==> config.mk <==
export PLATFORM = sky130hd
export DESIGN_NAME = ds18b20_ctrl
export DESIGN_NICKNAME = d
export VERILOG_FILES = /design/src/rtl/ds18b20_pkg.sv /design/src/rtl/ds_crc8.sv /design/src/rtl/ds18b20_ctrl.sv
export SDC_FILE = /design/constraint.sdc
export NUM_CORES = 1
export LEC_CHECK = 0
export ABC_AREA = 1
export CORE_MARGIN = 1.5
export CORE_UTILIZATION = 47
export DETAILED_ROUTE_END_ITERATION = 10
export GPL_ROUTABILITY_DRIVEN = 0
export PLACE_DENSITY = 0.82
export REMOVE_ABC_BUFFERS = 1
export SYNTH_ARGS = -nofsm -noshare
export SYNTH_HDL_FRONTEND = slang
export SYNTH_HIERARCHICAL = 1
export SYNTH_SLANG_ARGS = --single-unit
==> constraint.sdc <==
create_clock -name clk -period 2.7 [get_ports clk]
set_input_delay 0.54 -clock clk [delete_from_list [all_inputs] [get_ports clk]]
set_output_delay 0.54 -clock clk [all_outputs]
set_load 0.005 [all_outputs]
==> src/rtl/ds18b20_pkg.sv <==
// Shared constants, state encoding and CRC step function for the DS18B20 read sequencer.
package ds18b20_pkg;

  localparam logic [7:0] SKIP_ROM     = 8'hCC;
  localparam logic [7:0] CONVERT_T    = 8'h44;
  localparam logic [7:0] READ_SCRATCH = 8'hBE;
  localparam logic [7:0] CRC_POLY     = 8'h8C;

  typedef enum logic [3:0] {
    IDLE, RST1, CMD1, CONV, GAP, RST2, CMD2, RD8, RDC, CRC
  } state_t;

  typedef enum logic [1:0] {
    PH_ISSUE, PH_WAIT_BUSY, PH_WAIT_IDLE
  } phase_t;

  // One bit of the reflected Dallas CRC-8: shift right, fold polynomial on feedback.
  function automatic logic [7:0] crc8_step(input logic [7:0] crc, input logic din);
    logic fb;
    fb = crc[0] ^ din;
    return fb ? ((crc >> 1) ^ CRC_POLY) : (crc >> 1);
  endfunction

endpackage

==> src/rtl/ds_crc8.sv <==
// Bit-serial Dallas CRC-8 accumulator; clr has priority over en.
module ds_crc8
  import ds18b20_pkg::*;
(
  input  logic       clk,
  input  logic       reset,
  input  logic       clr,
  input  logic       en,
  input  logic       din,
  output logic [7:0] crc
);

  always_ff @(posedge clk) begin
    if (reset || clr)
      crc <= 8'h00;
    else if (en)
      crc <= crc8_step(crc, din);
  end

endmodule

==> src/rtl/ds18b20_ctrl.sv <==
// DS18B20 temperature-read sequencer driving the 1-Wire bit engine.
module ds18b20_ctrl
  import ds18b20_pkg::*;
#(
  parameter int CONV_TIMEOUT = 18000000,
  parameter int POLL_GAP     = 24000
) (
  input  logic        clk,
  input  logic        reset,
  input  logic        start,
  output logic        ready,
  output logic [15:0] temp,
  output logic        temp_valid,
  output logic        err_nodev,
  output logic        err_crc,
  output logic        err_timeout,
  output logic        ow_reset,
  output logic        ow_write,
  output logic        ow_read,
  output logic [63:0] ow_in_byte,
  output logic [5:0]  ow_start_bit,
  output logic [5:0]  ow_end_bit,
  input  logic        ow_busy,
  input  logic        ow_presence,
  input  logic [63:0] ow_out_byte
);

  localparam logic [24:0] CONV_LIMIT = 25'(CONV_TIMEOUT);
  localparam logic [14:0] GAP_LAST   = 15'(POLL_GAP - 1);

  state_t      state;
  phase_t      phase;
  logic [24:0] conv_timer;
  logic [14:0] gap_cnt;
  logic [6:0]  bit_cnt;
  logic [63:0] sp;
  logic [7:0]  crc_rx;
  logic [7:0]  crc;

  assign ready = (state == IDLE) && !ow_busy;

  // The CRC unit is held clear outside CRC, so it starts from zero on entry.
  ds_crc8 u_crc (
    .clk   (clk),
    .reset (reset),
    .clr   (state != CRC),
    .en    ((state == CRC) && !bit_cnt[6]),
    .din   (sp[bit_cnt[5:0]]),
    .crc   (crc)
  );

  always_ff @(posedge clk) begin
    if (reset) begin
      state        <= IDLE;
      phase        <= PH_ISSUE;
      conv_timer   <= '0;
      gap_cnt      <= '0;
      bit_cnt      <= '0;
      sp           <= '0;
      crc_rx       <= '0;
      temp         <= '0;
      temp_valid   <= 1'b0;
      err_nodev    <= 1'b0;
      err_crc      <= 1'b0;
      err_timeout  <= 1'b0;
      ow_reset     <= 1'b0;
      ow_write     <= 1'b0;
      ow_read      <= 1'b0;
      ow_in_byte   <= '0;
      ow_start_bit <= '0;
      ow_end_bit   <= '0;
    end else begin
      ow_reset    <= 1'b0;
      ow_write    <= 1'b0;
      ow_read     <= 1'b0;
      temp_valid  <= 1'b0;
      err_nodev   <= 1'b0;
      err_crc     <= 1'b0;
      err_timeout <= 1'b0;

      if ((state == CONV || state == GAP) && conv_timer != '1)
        conv_timer <= conv_timer + 25'd1;

      case (state)
        IDLE: begin
          if (start && !ow_busy) begin
            state <= RST1;
            phase <= PH_ISSUE;
          end
        end

        GAP: begin
          if (gap_cnt == GAP_LAST) begin
            state <= CONV;
            phase <= PH_ISSUE;
          end else begin
            gap_cnt <= gap_cnt + 15'd1;
          end
        end

        CRC: begin
          if (bit_cnt[6]) begin
            if (crc == crc_rx) begin
              temp       <= sp[15:0];
              temp_valid <= 1'b1;
            end else begin
              err_crc <= 1'b1;
            end
            state <= IDLE;
          end else begin
            bit_cnt <= bit_cnt + 7'd1;
          end
        end

        default: begin
          case (phase)
            PH_ISSUE: begin
              if (!ow_busy) begin
                phase        <= PH_WAIT_BUSY;
                ow_in_byte   <= '0;
                ow_start_bit <= 6'd0;
                ow_end_bit   <= 6'd0;
                case (state)
                  RST1, RST2: ow_reset <= 1'b1;
                  CMD1: begin
                    ow_write   <= 1'b1;
                    ow_in_byte <= {48'd0, CONVERT_T, SKIP_ROM};
                    ow_end_bit <= 6'd15;
                  end
                  CMD2: begin
                    ow_write   <= 1'b1;
                    ow_in_byte <= {48'd0, READ_SCRATCH, SKIP_ROM};
                    ow_end_bit <= 6'd15;
                  end
                  CONV: ow_read <= 1'b1;
                  RD8: begin
                    ow_read    <= 1'b1;
                    ow_end_bit <= 6'd63;
                  end
                  RDC: begin
                    ow_read    <= 1'b1;
                    ow_end_bit <= 6'd7;
                  end
                  default: phase <= PH_ISSUE;
                endcase
              end
            end

            PH_WAIT_BUSY: begin
              if (ow_busy)
                phase <= PH_WAIT_IDLE;
            end

            default: begin
              if (!ow_busy) begin
                phase <= PH_ISSUE;
                case (state)
                  RST1, RST2: begin
                    if (!ow_presence) begin
                      err_nodev <= 1'b1;
                      state     <= IDLE;
                    end else begin
                      state <= (state == RST1) ? CMD1 : CMD2;
                    end
                  end
                  CMD1: begin
                    state      <= CONV;
                    conv_timer <= '0;
                  end
                  // Done bit wins over a simultaneous timeout.
                  CONV: begin
                    if (ow_out_byte[0]) begin
                      state <= RST2;
                    end else if (conv_timer >= CONV_LIMIT) begin
                      err_timeout <= 1'b1;
                      state       <= IDLE;
                    end else begin
                      state   <= GAP;
                      gap_cnt <= '0;
                    end
                  end
                  CMD2: state <= RD8;
                  RD8: begin
                    sp    <= ow_out_byte;
                    state <= RDC;
                  end
                  RDC: begin
                    crc_rx  <= ow_out_byte[7:0];
                    bit_cnt <= '0;
                    state   <= CRC;
                  end
                  default: state <= IDLE;
                endcase
              end
            end
          endcase
        end
      endcase
    end
  end

endmodule

==> results.cfg <==
; implementation run metrics
[layout]
final_cells = 1610
layout-drive-gt1-share_pct = 7.60
fin_util_pct = 56.8
nFillCells = 1656
nets = 1441

[cts]
cts.clk_slew.worst_paths_ps = 60
postCtsSetupRepairBufs = 0
cts_hold_buf = 0
cts_resized = 0
clock_sinks = 162
h-tree-depth = 4

[power]
clkPwrFrac_pct = 40.9
design_power_total_mw = 5.59
power.density_mw_per_mm2 = 548
p_sw_share_pct = 27.8
power.share.combinational_pct = 14.5

[worst_setup_path]
r2r_end = u_crc/crc[3]
crit_path_top_delay_cell = clkdlybuf4s50_1
path_buffers = 1
worstRegToRegCells = 14

[routing]
initialDrtViolationCount = 674
wl_per_cell_um = 12.9

[yosys]
largest_area_cell = dfxtp_1
top_cells_by_count = nor2_1, nand2_1, dfxtp_1, o21ai_0, inv_1
syn_inst = 1285
yosysMostFrequentCell = nor2_1
ys_chip_area_mm2 = 0.00864
postSynthSeqShare_pct = 37.6
syn_avg_cell_area_um2 = 6.72

[timing]
finalHoldViolations = 0
maxSlewViolCount = 0
finalWorstSetupSlack_ps = 384
finalSetupViolations = 0
rsz0062_at_grt = false

[floorplanning]
rows = 49
die_w_um = 139
chipArea_mm2 = 0.0192
io_pins = 169
coreArea_mm2 = 0.0180

[outcome]
status = complete, no violations

[global_route]
gr-total-overflow = 0

[placed_design]
io_buffers = 109

[hold_path]
hp-start = sp[25]
-- sequential cells by signal, summed over array words and instances, names as in the netlist, 2 cells and up --
| name | flops |
|---|---|
| state | 4 |
| crc_rx | 8 |
| temp | 16 |
| gap_cnt | 15 |
| ow_end_bit | 3 |
| conv_timer | 25 |
| sp | 64 |
| ow_in_byte | 3 |
| phase | 2 |
| bit_cnt | 7 |
| u_crc/crc | 8 |
-- per-layer routing --
| metal | GRT usage, % | up-vias | wire length, um |
|---|---|---|---|
| li1 | - | 4136 | - |
| met5 | 0 | - | 0 |
| met4 | 7.76 | 0 | 350 |
| met2 | 35.3 | 308 | 9830 |
| met3 | 4.83 | 32 | 1500 |
| met1 | 27.8 | 3765 | 9110 |
-- power groups by stage --
stage          clock (mW)  sequential [mW]  combinational (mW)
2_1_floorplan           0             2.56               0.451
3_3_place_gp            0             2.54               0.783
3_5_place_dp            0             2.54               0.795
4_1_cts              2.32             2.49               0.802
5_1_grt              2.42             2.50               0.908
6_report             2.29             2.49               0.812
-- logic make-up (layout without fill, tap and decap cells) --
logic type / Yosys count / after routing / synth area share, %
AOI/OAI and AO/OA: 219 / 219 / 13.8
xor gates and xnor gates: 23 / 23 / 2.33
other: 1 / 59 / 0.0434
and+or+nand+nor: 629 / 629 / 31.1
buffers and inverters: 247 / 285 / 14.6
DFF: 162 / 162 / 37.6
adders and majority gates: 4 / 4 / 0.580
-- cell type report --
class / instances / area (um2) / area share, %
Multi-Input combinational cell: 934 / 4350 / 42.7
Sequential cell: 162 / 3240 / 31.8
Timing Repair Buffer: 130 / 1290 / 12.6
Inverter: 123 / 468 / 4.59
Clock buffer: 20 / 467 / 4.58
Tap cell: 229 / 287 / 2.81
Clock inverter: 12 / 96.3 / 0.945
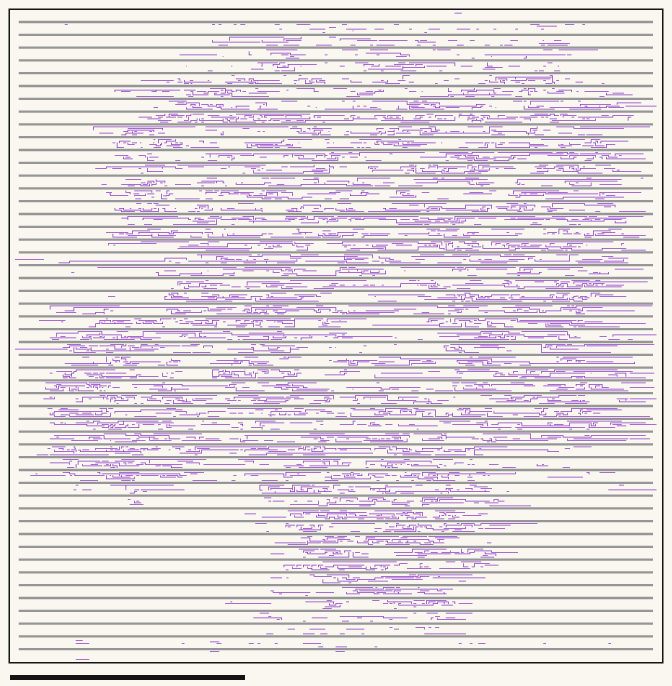
Fig. 1. Met1 routing.
Scale bar: 50 um. Supply wires on this layer in grey.
longest straight run	35.0 um
wire length on this layer	9110 um
share of all routed wire	44%
DR vias: 8241
met1 Usage GRT: 27.8%

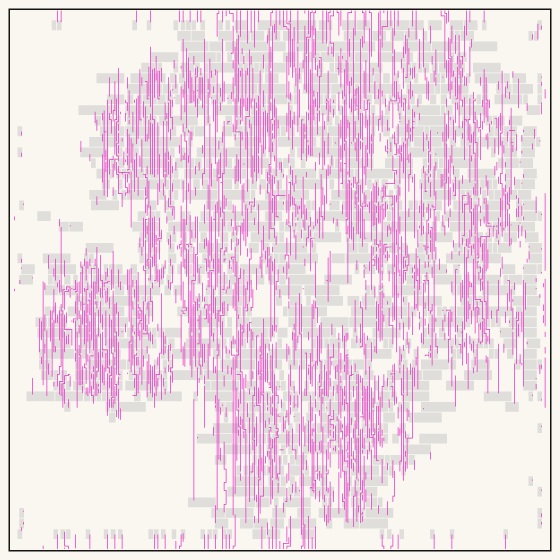
Fig. 2. M2 wires.
Cells faint in the background.
wire length on this layer	9830 um
longest straight run	51.5 um
main direction	vertical
share of all routed wire	47%
final wirelength: 20.8 mm
M2 GR Usage: 35.3%

Power is estimated from default activity; no workload was simulated.
